$ cat config.mk
export PLATFORM = sky130hd
export DESIGN_NAME = kronos_fetch
export DESIGN_NICKNAME = d
export VERILOG_FILES = /design/src/rtl/kronos_fetch.sv
export SDC_FILE = /design/constraint.sdc
export NUM_CORES = 1
export LEC_CHECK = 0
export ABC_AREA = 1
export CORE_ASPECT_RATIO = 1.1
export CORE_MARGIN = 3
export CORE_UTILIZATION = 57
export CTS_BUF_LIST = sky130_fd_sc_hd__clkbuf_16
export DETAILED_ROUTE_END_ITERATION = 12
export PLACE_DENSITY = 0.85
export SKIP_CTS_REPAIR_TIMING = 1
export SLEW_MARGIN = 20
export SYNTH_ARGS = -nofsm -noshare
export SYNTH_HDL_FRONTEND = slang
export SYNTH_SLANG_ARGS = --single-unit
$ cat constraint.sdc
create_clock -name clk -period 13.6 [get_ports clk]
set_input_delay 1.36 -clock clk [delete_from_list [all_inputs] [get_ports clk]]
set_output_delay 1.36 -clock clk [all_outputs]
set_load 0.01 [all_outputs]
$ cat src/rtl/kronos_fetch.sv
// kronos_fetch: instruction fetch stage.
//
// Issues word-aligned requests on the instruction bus, buffers responses in an
// output register plus a one-entry skid buffer, and redirects on branch.
//
// Handshakes:
//   * Instruction bus: a request is open while instr_req=1. instr_req and
//     instr_addr are held unchanged until the cycle instr_ack=1. That cycle
//     completes the request, so a zero-wait bus can ack in the same cycle the
//     request first appears.
//   * Decode side: an instruction transfers on a rising edge where both
//     fetch_vld=1 and fetch_rdy=1. While fetch_vld=1 and fetch_rdy=0, the
//     fetch_pc/fetch_ir pair does not change. The only exception is a branch,
//     which withdraws the presented instruction.
//
// instr_req and instr_addr come only from registers (state, pc_fetch). This
// means there is no combinational path from instr_ack or fetch_rdy to the
// bus request.
module kronos_fetch #(
    parameter logic [31:0] BOOT_ADDR = 32'h0
) (
    input  logic        clk,
    input  logic        rst,
    output logic [31:0] instr_addr,
    output logic        instr_req,
    input  logic [31:0] instr_data,
    input  logic        instr_ack,
    input  logic        branch,
    input  logic [31:0] branch_target,
    output logic [31:0] fetch_pc,
    output logic [31:0] fetch_ir,
    output logic        fetch_vld,
    input  logic        fetch_rdy
);

    // IDLE  : one cycle after reset before the first request.
    // FETCH : request open at pc_fetch.
    // HOLD  : output and skid both full, bus quiet until decode drains one.
    // FLUSH : a branch arrived while a request was open; wait out that
    //         request, discard its data, then resume at the redirect target.
    typedef enum logic [1:0] {
        IDLE  = 2'd0,
        FETCH = 2'd1,
        HOLD  = 2'd2,
        FLUSH = 2'd3
    } state_t;

    state_t      state;
    state_t      state_nxt;

    logic [31:0] pc_fetch;
    logic [31:0] pc_fetch_nxt;
    // Target remembered during FLUSH; pc_fetch must keep driving the open request.
    logic [31:0] redirect_pc;
    logic [31:0] redirect_pc_nxt;

    logic [31:0] skid_pc;
    logic [31:0] skid_pc_nxt;
    logic [31:0] skid_ir;
    logic [31:0] skid_ir_nxt;
    logic        skid_vld;
    logic        skid_vld_nxt;

    logic [31:0] fetch_pc_nxt;
    logic [31:0] fetch_ir_nxt;
    logic        fetch_vld_nxt;

    logic [31:0] target_aligned;
    logic [31:0] pc_plus4;
    logic        out_free;

    // Redirects are always word aligned; low target bits are dropped.
    assign target_aligned = branch_target & ~32'd3;
    // Sequential next address; wraps from 32'hFFFF_FFFC to 0 naturally.
    assign pc_plus4       = pc_fetch + 32'd4;
    // Output register can take a new word: empty, or emptying this edge.
    assign out_free       = !fetch_vld || fetch_rdy;

    assign instr_req  = (state == FETCH) || (state == FLUSH);
    assign instr_addr = pc_fetch;

    // State register.
    always_ff @(posedge clk or posedge rst) begin
        if (rst) begin
            state <= IDLE;
        end else begin
            state <= state_nxt;
        end
    end

    // Next-state and datapath decisions; branch outranks ack, transfer and drain.
    always_comb begin
        state_nxt       = state;
        pc_fetch_nxt    = pc_fetch;
        redirect_pc_nxt = redirect_pc;
        fetch_pc_nxt    = fetch_pc;
        fetch_ir_nxt    = fetch_ir;
        // A transfer with nothing new arriving empties the output register.
        fetch_vld_nxt   = fetch_vld && !fetch_rdy;
        skid_pc_nxt     = skid_pc;
        skid_ir_nxt     = skid_ir;
        skid_vld_nxt    = skid_vld;

        case (state)
            IDLE: begin
                // Any stray ack here belongs to a request abandoned by reset.
                state_nxt = FETCH;
            end

            FETCH: begin
                if (branch) begin
                    fetch_vld_nxt = 1'b0;
                    skid_vld_nxt  = 1'b0;
                    if (instr_ack) begin
                        // Response is dropped; the next request goes to the target.
                        pc_fetch_nxt = target_aligned;
                    end else begin
                        // The open request must run to completion untouched.
                        redirect_pc_nxt = target_aligned;
                        state_nxt       = FLUSH;
                    end
                end else if (instr_ack) begin
                    pc_fetch_nxt = pc_plus4;
                    if (out_free) begin
                        fetch_pc_nxt  = pc_fetch;
                        fetch_ir_nxt  = instr_data;
                        fetch_vld_nxt = 1'b1;
                    end else begin
                        skid_pc_nxt  = pc_fetch;
                        skid_ir_nxt  = instr_data;
                        skid_vld_nxt = 1'b1;
                        state_nxt    = HOLD;
                    end
                end
            end

            HOLD: begin
                if (branch) begin
                    fetch_vld_nxt = 1'b0;
                    skid_vld_nxt  = 1'b0;
                    pc_fetch_nxt  = target_aligned;
                    state_nxt     = FETCH;
                end else if (fetch_rdy) begin
                    // Output word leaves; skid word takes its place.
                    fetch_pc_nxt  = skid_pc;
                    fetch_ir_nxt  = skid_ir;
                    fetch_vld_nxt = 1'b1;
                    skid_vld_nxt  = 1'b0;
                    state_nxt     = FETCH;
                end
            end

            FLUSH: begin
                fetch_vld_nxt = 1'b0;
                skid_vld_nxt  = 1'b0;
                if (branch) begin
                    redirect_pc_nxt = target_aligned;
                end
                if (instr_ack) begin
                    // Data of the abandoned request is discarded.
                    pc_fetch_nxt = branch ? target_aligned : redirect_pc;
                    state_nxt    = FETCH;
                end
            end

            default: begin
                state_nxt = IDLE;
            end
        endcase
    end

    // Datapath registers: fetch address, redirect target, output register, skid.
    always_ff @(posedge clk or posedge rst) begin
        if (rst) begin
            pc_fetch    <= BOOT_ADDR;
            redirect_pc <= 32'h0;
            fetch_pc    <= 32'h0;
            fetch_ir    <= 32'h0;
            fetch_vld   <= 1'b0;
            skid_pc     <= 32'h0;
            skid_ir     <= 32'h0;
            skid_vld    <= 1'b0;
        end else begin
            pc_fetch    <= pc_fetch_nxt;
            redirect_pc <= redirect_pc_nxt;
            fetch_pc    <= fetch_pc_nxt;
            fetch_ir    <= fetch_ir_nxt;
            fetch_vld   <= fetch_vld_nxt;
            skid_pc     <= skid_pc_nxt;
            skid_ir     <= skid_ir_nxt;
            skid_vld    <= skid_vld_nxt;
        end
    end

endmodule

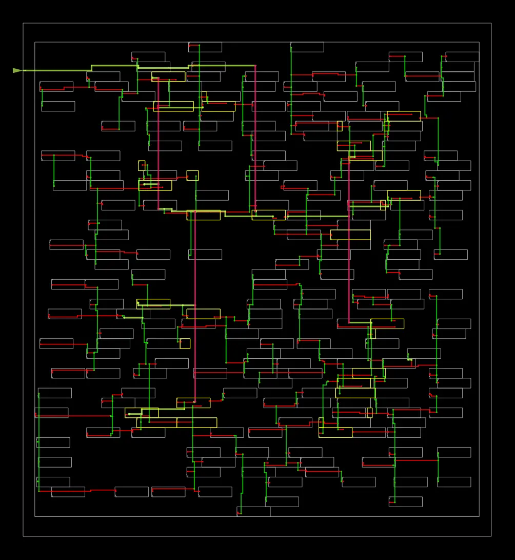
clocks.png
Clk power: 537 uW
count of clock tree sinks: 195

==> summary.txt <==
Implementation run completed; key figures follow.

Finish:
- Ranked by total area, the top cell class in this layout is registers.
- The run puts the core utilization of the finished layout at 0.738.
- The run puts the non-clock inverter instance count of the final layout at 80.
- The run gives the leading cell type in the layout, fill and taps excluded as nand2_1.
- The run puts the share of the final layout cell area in sequential cells at 0.414.

Synth:
- Ranked by total cell area, the synthesized netlist is headed by dfrtp_1, nand2_1, nor2_1.
- The run gives the count of state elements after synthesis as slightly below 200.
- The run gives the yosys warning tally as 0.
- After synthesis, the chip area reported by Yosys is ~9500 sq um.
- The commonest cells after synthesis are nand2_1, dfrtp_1, nor2_1, o21ai_0, inv_1.
- The run puts the share of cell area taken by muxes after synthesis at 0.00357.

Power:
- The run gives the net switching component of the power as 949 uW.
- The run gives the combinational power as about 970 uW.
- The switching portion of total power comes to 0.371.
- The run puts the maximum vdd ir drop at 143 uV.
- Power spread over the standard cell area amounts to between 200 and 250 nW/um^2.

Critical path:
- In this run the critical register-to-register path is captured at fetch_pc[24]$_DFFE_PP0P_.
- The worst setup path is launched from an input pin.
- The launch point of the critical path was reported as branch.
- In this run the number of cells on the critical path is 11.
- The run puts the arrival time of the worst setup path at about 4700 ps.
- The worst register-to-register path has a depth of 11.

Timing:
- The run gives the maximum operating frequency as roughly 230 MHz.
- The run puts the post-layout minimum cycle time at approximately 4400 ps.
- The run gives the setup-violating endpoint count in the final report as 0.

Clock tree:
- The run gives the number of CTS-inserted buffers as 17.
- As reported, the later end of the worst-skew pair has a clock insertion delay of about 430 ps.
- The run puts the number of buffers between clock root and the deepest sink at 2.

Global route:
- The run gives the initial antenna violation count as 0.

Die:
- The share of the core area taken by cells at floorplan is 0.593.
- The run gives the die outline area as ~18000 sq um.
- The run puts the tap cell count at roughly 200.
- The run gives the die boundary height as ~140 um.

Placed design:
- The detailed placer reported the number of placed instances as between 1500 and 2000.

Run status:
- The flow ran to the end, and the final reports show no timing, DRC or antenna violations.

Run:
- The run gives the max-capacitance violation count as 0.

Route:
- The run puts the met2 layer wire length in the routed design at between 10000 and 15000 um.
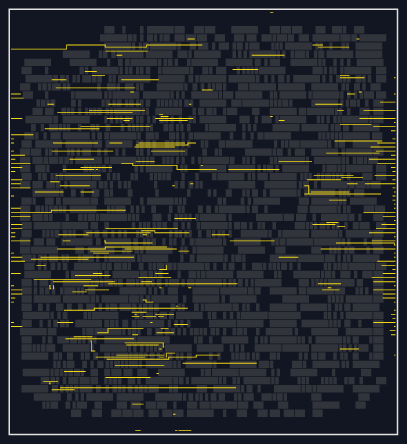
layer_met3.png
Scale: 3 px per um.
The longest straight run is 58.4 um. 185 nets have wire on it.
Final Routed Wirelength: 25400 um
vias after detailed routing: 8877
met3 Use GR: 0.0500

Power and IR drop assume default switching activity.
